File: config.mk
export PLATFORM = sky130hd
export DESIGN_NAME = m_matkey_scan_flat
export DESIGN_NICKNAME = d
export VERILOG_FILES = /design/src/rtl/m_matkey_scan_pkg.sv /design/src/rtl/m_matkey_scan_if.sv /design/src/rtl/m_matkey_scan_tick.sv /design/src/rtl/m_matkey_scan.sv /design/src/flat_wrapper.sv
export SDC_FILE = /design/constraint.sdc
export NUM_CORES = 1
export LEC_CHECK = 0
export CAP_MARGIN = 5
export CORE_ASPECT_RATIO = 1.1
export CORE_UTILIZATION = 55
export CTS_CLUSTER_DIAMETER = 30
export DETAILED_ROUTE_END_ITERATION = 8
export HOLD_SLACK_MARGIN = 0.1
export PLACE_DENSITY = 0.73
export RECOVER_POWER = 25
export SETUP_SLACK_MARGIN = 0.15
export SLEW_MARGIN = 20
export SYNTH_ARGS = -nofsm -noshare
export SYNTH_HDL_FRONTEND = slang
export SYNTH_SLANG_ARGS = --single-unit
File: constraint.sdc
create_clock -name clk -period 2.8 [get_ports clk]
set_input_delay 0.28 -clock clk [delete_from_list [all_inputs] [get_ports clk]]
set_output_delay 0.28 -clock clk [all_outputs]
set_load 0.02 [all_outputs]
File: src/rtl/m_matkey_scan_pkg.sv
// Shared types and helpers for the 4x4 matrix keypad scanner.
package matkey_pkg;
    localparam int NUM_ROWS = 4;
    localparam int NUM_COLS = 4;
    localparam int NUM_KEYS = NUM_ROWS * NUM_COLS;

    typedef enum logic {DRIVE = 1'b0, EVAL = 1'b1} state_t;

    typedef struct packed {
        logic       any;
        logic       multi;
        logic [3:0] idx;
    } key_sel_t;

    // Lowest set index plus "any" and "more than one" population flags.
    function automatic key_sel_t lowest_key(input logic [NUM_KEYS-1:0] v);
        key_sel_t s;
        s.any   = |v;
        s.multi = |(v & (v - NUM_KEYS'(1)));
        s.idx   = '0;
        for (int i = NUM_KEYS - 1; i >= 0; i--) begin
            if (v[i]) s.idx = 4'(i);
        end
        return s;
    endfunction
endpackage

File: src/rtl/m_matkey_scan_if.sv
// Keypad pins plus the key/pushed/key_valid outputs toward the display decoder.
interface m_matkey_scan_if;
    logic [3:0] row_n;
    logic [3:0] col_n;
    logic [3:0] key;
    logic       pushed;
    logic       key_valid;

    modport master (input row_n, output col_n, key, pushed, key_valid);
    modport slave  (output row_n, input col_n, key, pushed, key_valid);
endinterface

File: src/rtl/m_matkey_scan_tick.sv
// Column slot counter: terminal count on SCAN_DIV-1, wraps, synchronous clear.
module m_scan_tick #(
    parameter int SCAN_DIV = 500000
) (
    input  logic clk,
    input  logic rst,
    input  logic clr,
    output logic tc
);
    localparam int CW = $clog2(SCAN_DIV);

    logic [CW-1:0] cnt_reg;

    assign tc = (cnt_reg == CW'(SCAN_DIV - 1));

    always_ff @(posedge clk) begin
        if (rst || clr || tc) begin
            cnt_reg <= '0;
        end else begin
            cnt_reg <= cnt_reg + CW'(1);
        end
    end
endmodule

File: src/rtl/m_matkey_scan.sv
// 4x4 keypad scanner with whole-frame debounce and registered key/pushed outputs.
// Optional MATKEY_MULTI_REJECT_EN: a stable frame with 2+ keys reads as no key.
module m_matkey_scan
    import matkey_pkg::*;
#(
    parameter int SCAN_DIV     = 500000,
    parameter int DEBOUNCE_CNT = 3
) (
    input  logic            clk,
    input  logic            rst,
    m_matkey_scan_if.master kp
);
    localparam int SW = (DEBOUNCE_CNT > 1) ? $clog2(DEBOUNCE_CNT) : 1;
    localparam logic [SW-1:0] SCNT_MAX = SW'(DEBOUNCE_CNT - 1);
`ifdef MATKEY_MULTI_REJECT_EN
    localparam logic MULTI_REJECT = 1'b1;
`else
    localparam logic MULTI_REJECT = 1'b0;
`endif

    state_t              state_reg, state_next;
    logic [1:0]          col_reg, col_next;
    logic [3:0]          col_n_reg, col_n_next;
    logic [NUM_KEYS-1:0] snap_reg;
    logic [NUM_KEYS-1:0] cand_reg, cand_next;
    logic [NUM_KEYS-1:0] stable_reg, stable_next;
    logic [SW-1:0]       scnt_reg, scnt_next;
    logic [NUM_KEYS-1:0] stable_keys;
    logic [3:0]          key_reg;
    logic                pushed_reg, key_valid_reg;
    logic                tc, tick_clr, accept;
    key_sel_t            sel;

    m_scan_tick #(.SCAN_DIV(SCAN_DIV)) u_tick (
        .clk (clk),
        .rst (rst),
        .clr (tick_clr),
        .tc  (tc)
    );

    // Snapshot is column-major (col*4+row); reorder to key index row*4+col.
    genvar gi;
    generate
        for (gi = 0; gi < NUM_KEYS; gi++) begin : g_key
            assign stable_keys[gi] = stable_next[(gi % NUM_COLS) * NUM_ROWS + gi / NUM_COLS];
        end
    endgenerate

    assign sel    = lowest_key(stable_keys);
    assign accept = sel.any & ~(MULTI_REJECT & sel.multi);

    always_comb begin
        state_next  = state_reg;
        col_next    = col_reg;
        col_n_next  = col_n_reg;
        cand_next   = cand_reg;
        scnt_next   = scnt_reg;
        stable_next = stable_reg;
        tick_clr    = 1'b0;
        case (state_reg)
            DRIVE: begin
                if (tc) begin
                    if (col_reg == 2'd3) begin
                        state_next = EVAL;
                    end else begin
                        col_next   = col_reg + 2'd1;
                        col_n_next = ~(4'b0001 << (col_reg + 2'd1));
                    end
                end
            end
            EVAL: begin
                tick_clr   = 1'b1;
                state_next = DRIVE;
                col_next   = 2'd0;
                col_n_next = 4'b1110;
                if (snap_reg != cand_reg) begin
                    cand_next = snap_reg;
                    scnt_next = '0;
                end else if (scnt_reg != SCNT_MAX) begin
                    scnt_next = scnt_reg + SW'(1);
                end
                if (scnt_next == SCNT_MAX) stable_next = cand_next;
            end
            default: ;
        endcase
    end

    always_ff @(posedge clk) begin
        if (rst) begin
            state_reg     <= DRIVE;
            col_reg       <= 2'd0;
            col_n_reg     <= 4'b1110;
            snap_reg      <= '0;
            cand_reg      <= '0;
            scnt_reg      <= '0;
            stable_reg    <= '0;
            key_reg       <= 4'h0;
            pushed_reg    <= 1'b0;
            key_valid_reg <= 1'b0;
        end else begin
            state_reg     <= state_next;
            col_reg       <= col_next;
            col_n_reg     <= col_n_next;
            cand_reg      <= cand_next;
            scnt_reg      <= scnt_next;
            stable_reg    <= stable_next;
            key_valid_reg <= 1'b0;
            if (state_reg == DRIVE && tc) begin
                snap_reg[{col_reg, 2'b00} +: NUM_ROWS] <= ~kp.row_n;
            end
            if (state_reg == EVAL) begin
                pushed_reg <= accept;
                if (accept) begin
                    key_reg       <= sel.idx;
                    key_valid_reg <= !pushed_reg || (sel.idx != key_reg);
                end
            end
        end
    end

    assign kp.col_n     = col_n_reg;
    assign kp.key       = key_reg;
    assign kp.pushed    = pushed_reg;
    assign kp.key_valid = key_valid_reg;
endmodule
File: src/flat_wrapper.sv
// flat-port wrapper written by rule: the top's interface ports become plain ports
module m_matkey_scan_flat import matkey_pkg::*;
#(
    parameter int SCAN_DIV     = 500000,
    parameter int DEBOUNCE_CNT = 3
)
  (clk, rst, kp_row_n, kp_col_n, kp_key, kp_pushed, kp_key_valid);
  m_matkey_scan_if kp_i ();
  input  logic clk;
  input  logic rst;
  input wire logic [$bits(kp_i.row_n)-1:0] kp_row_n;
  output wire logic [$bits(kp_i.col_n)-1:0] kp_col_n;
  output wire logic [$bits(kp_i.key)-1:0] kp_key;
  output wire logic [$bits(kp_i.pushed)-1:0] kp_pushed;
  output wire logic [$bits(kp_i.key_valid)-1:0] kp_key_valid;
  assign kp_i.row_n = kp_row_n;
  assign kp_col_n = kp_i.col_n;
  assign kp_key = kp_i.key;
  assign kp_pushed = kp_i.pushed;
  assign kp_key_valid = kp_i.key_valid;
  m_matkey_scan #(.SCAN_DIV(SCAN_DIV), .DEBOUNCE_CNT(DEBOUNCE_CNT)) u_core (.clk(clk), .rst(rst), .kp(kp_i));
endmodule
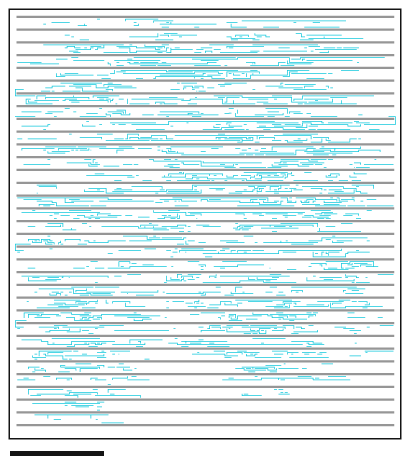
Fig. 1. M1 wires.
The bar under the picture is 20 microns long. Supply wires on this layer in gray.
main direction	horizontal
nets with wire on the layer	469
wire length on this layer	3800 microns

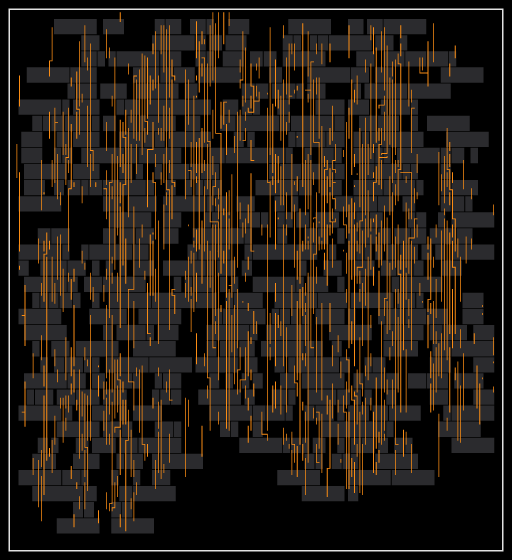
Fig. 2. Met2 routing.
longest straight run	35.7 microns
nets with wire on the layer	404
wire length on this layer	4280 microns

==> results.txt <==
Results of the run.

The run finished with clean final reports. STA classifies the critical path endpoint as a flop. Global routing used 38.6% of the available met2 tracks. The post-synthesis instance area is 0.00398 sq mm.

The number of global-route vias before repair is 2998. The final-report setup violation count is 0. The fraction of power spent switching nets is 20.3%. After floorplanning, the core was sized to cover 0.00701 sq mm. Total power for the finished layout comes to 0.00216 W. Data arrives at the worst endpoint at 2.65 ns. The DRC marker count from the first detailed-route iteration is 194. The signal on the critical path passes through xnor2_1, nand4_1, nor4_1, and4b_2, mux2_4, xnor2_1, a311oi_1. The timing report shows the most common cell along the critical path to be xnor2_1.

The highest cell delay on the worst timing path is 0.48 ns. The routing layer with the top usage in global route is met2. In this run, synthesis inferred 0 flip-flops with an integrated enable. The estimated wirelength of the detail-placed design is 6.24 mm. The share of total power dissipated in the clock network is 44.3%.

In this run the VDD rail shows a maximum IR drop of 0.359 mV. The floorplan core density is 56.8%. The power report lists the sequential group at 0.00117 W. The reg2reg setup slack is 0.39 ns. Per the post-synthesis report, the nets total 490. The iteration tally of the first detailed-router pass is 4. The worst setup path category is reg2reg. In the post-route report, total wirelength is listed as 8.55 mm.

The power of the clock network is 0.000958 W.
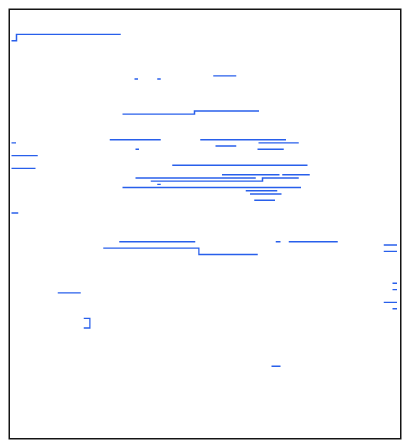
Fig. 3. Metal 3.
wire length on this layer	356 microns
nets with wire on the layer	31
longest straight run	37.7 microns

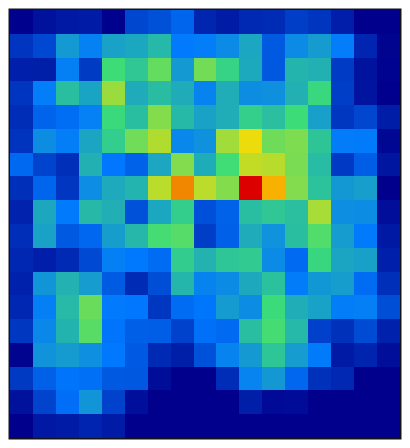
Fig. 4. Wire density map.
17 x 18 tiles, from dark blue (low) to red (high), scaled to the fullest tile. Values are wire area over tile area, all layers added.
mean over tiles	0.18
tiles over half the peak	10%
densest ninth of the die	center

## critical path: cells and delay by family (launching register included)
kind	cells	cell delay, ns
DFF	1	0.48
and+or+nand+nor	3	0.90
muxes	1	0.34
AOI/OAI and AO/OA	1	0.27
xor gates and xnor gates	2	0.31
## layout by cell type (no fill, tap or decap), drive strengths merged, types with 3 or more instances in the layout
| cell | netlist | layout |
|---|---|---|
| a21oi | 44 | 44 |
| a31oi | 3 | 3 |
| and2 | 4 | 4 |
| and3 | 4 | 4 |
| buf | 11 | 11 |
| clkbuf | 12 | 12 |
| clkdlybuf4s50 | 0 | 10 |
| dfxtp | 82 | 82 |
| dlygate4sd3 | 0 | 4 |
| ha | 8 | 8 |
| inv | 11 | 11 |
| mux2i | 24 | 24 |
| nand2 | 72 | 72 |
| nand2b | 6 | 6 |
| nand3 | 16 | 16 |
| nand4 | 5 | 5 |
| nor2 | 61 | 61 |
| nor2b | 7 | 7 |
| nor3 | 7 | 7 |
| nor4 | 8 | 8 |
| o21ai | 10 | 10 |
| or3 | 16 | 16 |
| or4 | 9 | 9 |
| xnor2 | 27 | 27 |
| xor2 | 10 | 10 |
## cells by family after synthesis
| kind of cell | synth area share [%] |
|---|---|
| multiplexers | 6.41 |
| XOR/XNOR | 8.14 |
| AND/OR/NAND/NOR | 28.4 |
| AND-OR/OR-AND | 9.43 |
| buffers and inverters | 3.90 |
| flip-flops | 41.2 |
| adder cells (fa/ha/maj) | 2.52 |
## area by class of cell
cell class,count,area (sq um)
Fill cell,587,2580
Tap cell,85,106
Clock buffer,11,151
Timing Repair Buffer,26,224
Clock inverter,4,75.1
Multi-Input combinational cell,360,2180
Inverter,11,41.3
Sequential cell,82,1640
Power and IR drop assume default switching activity.
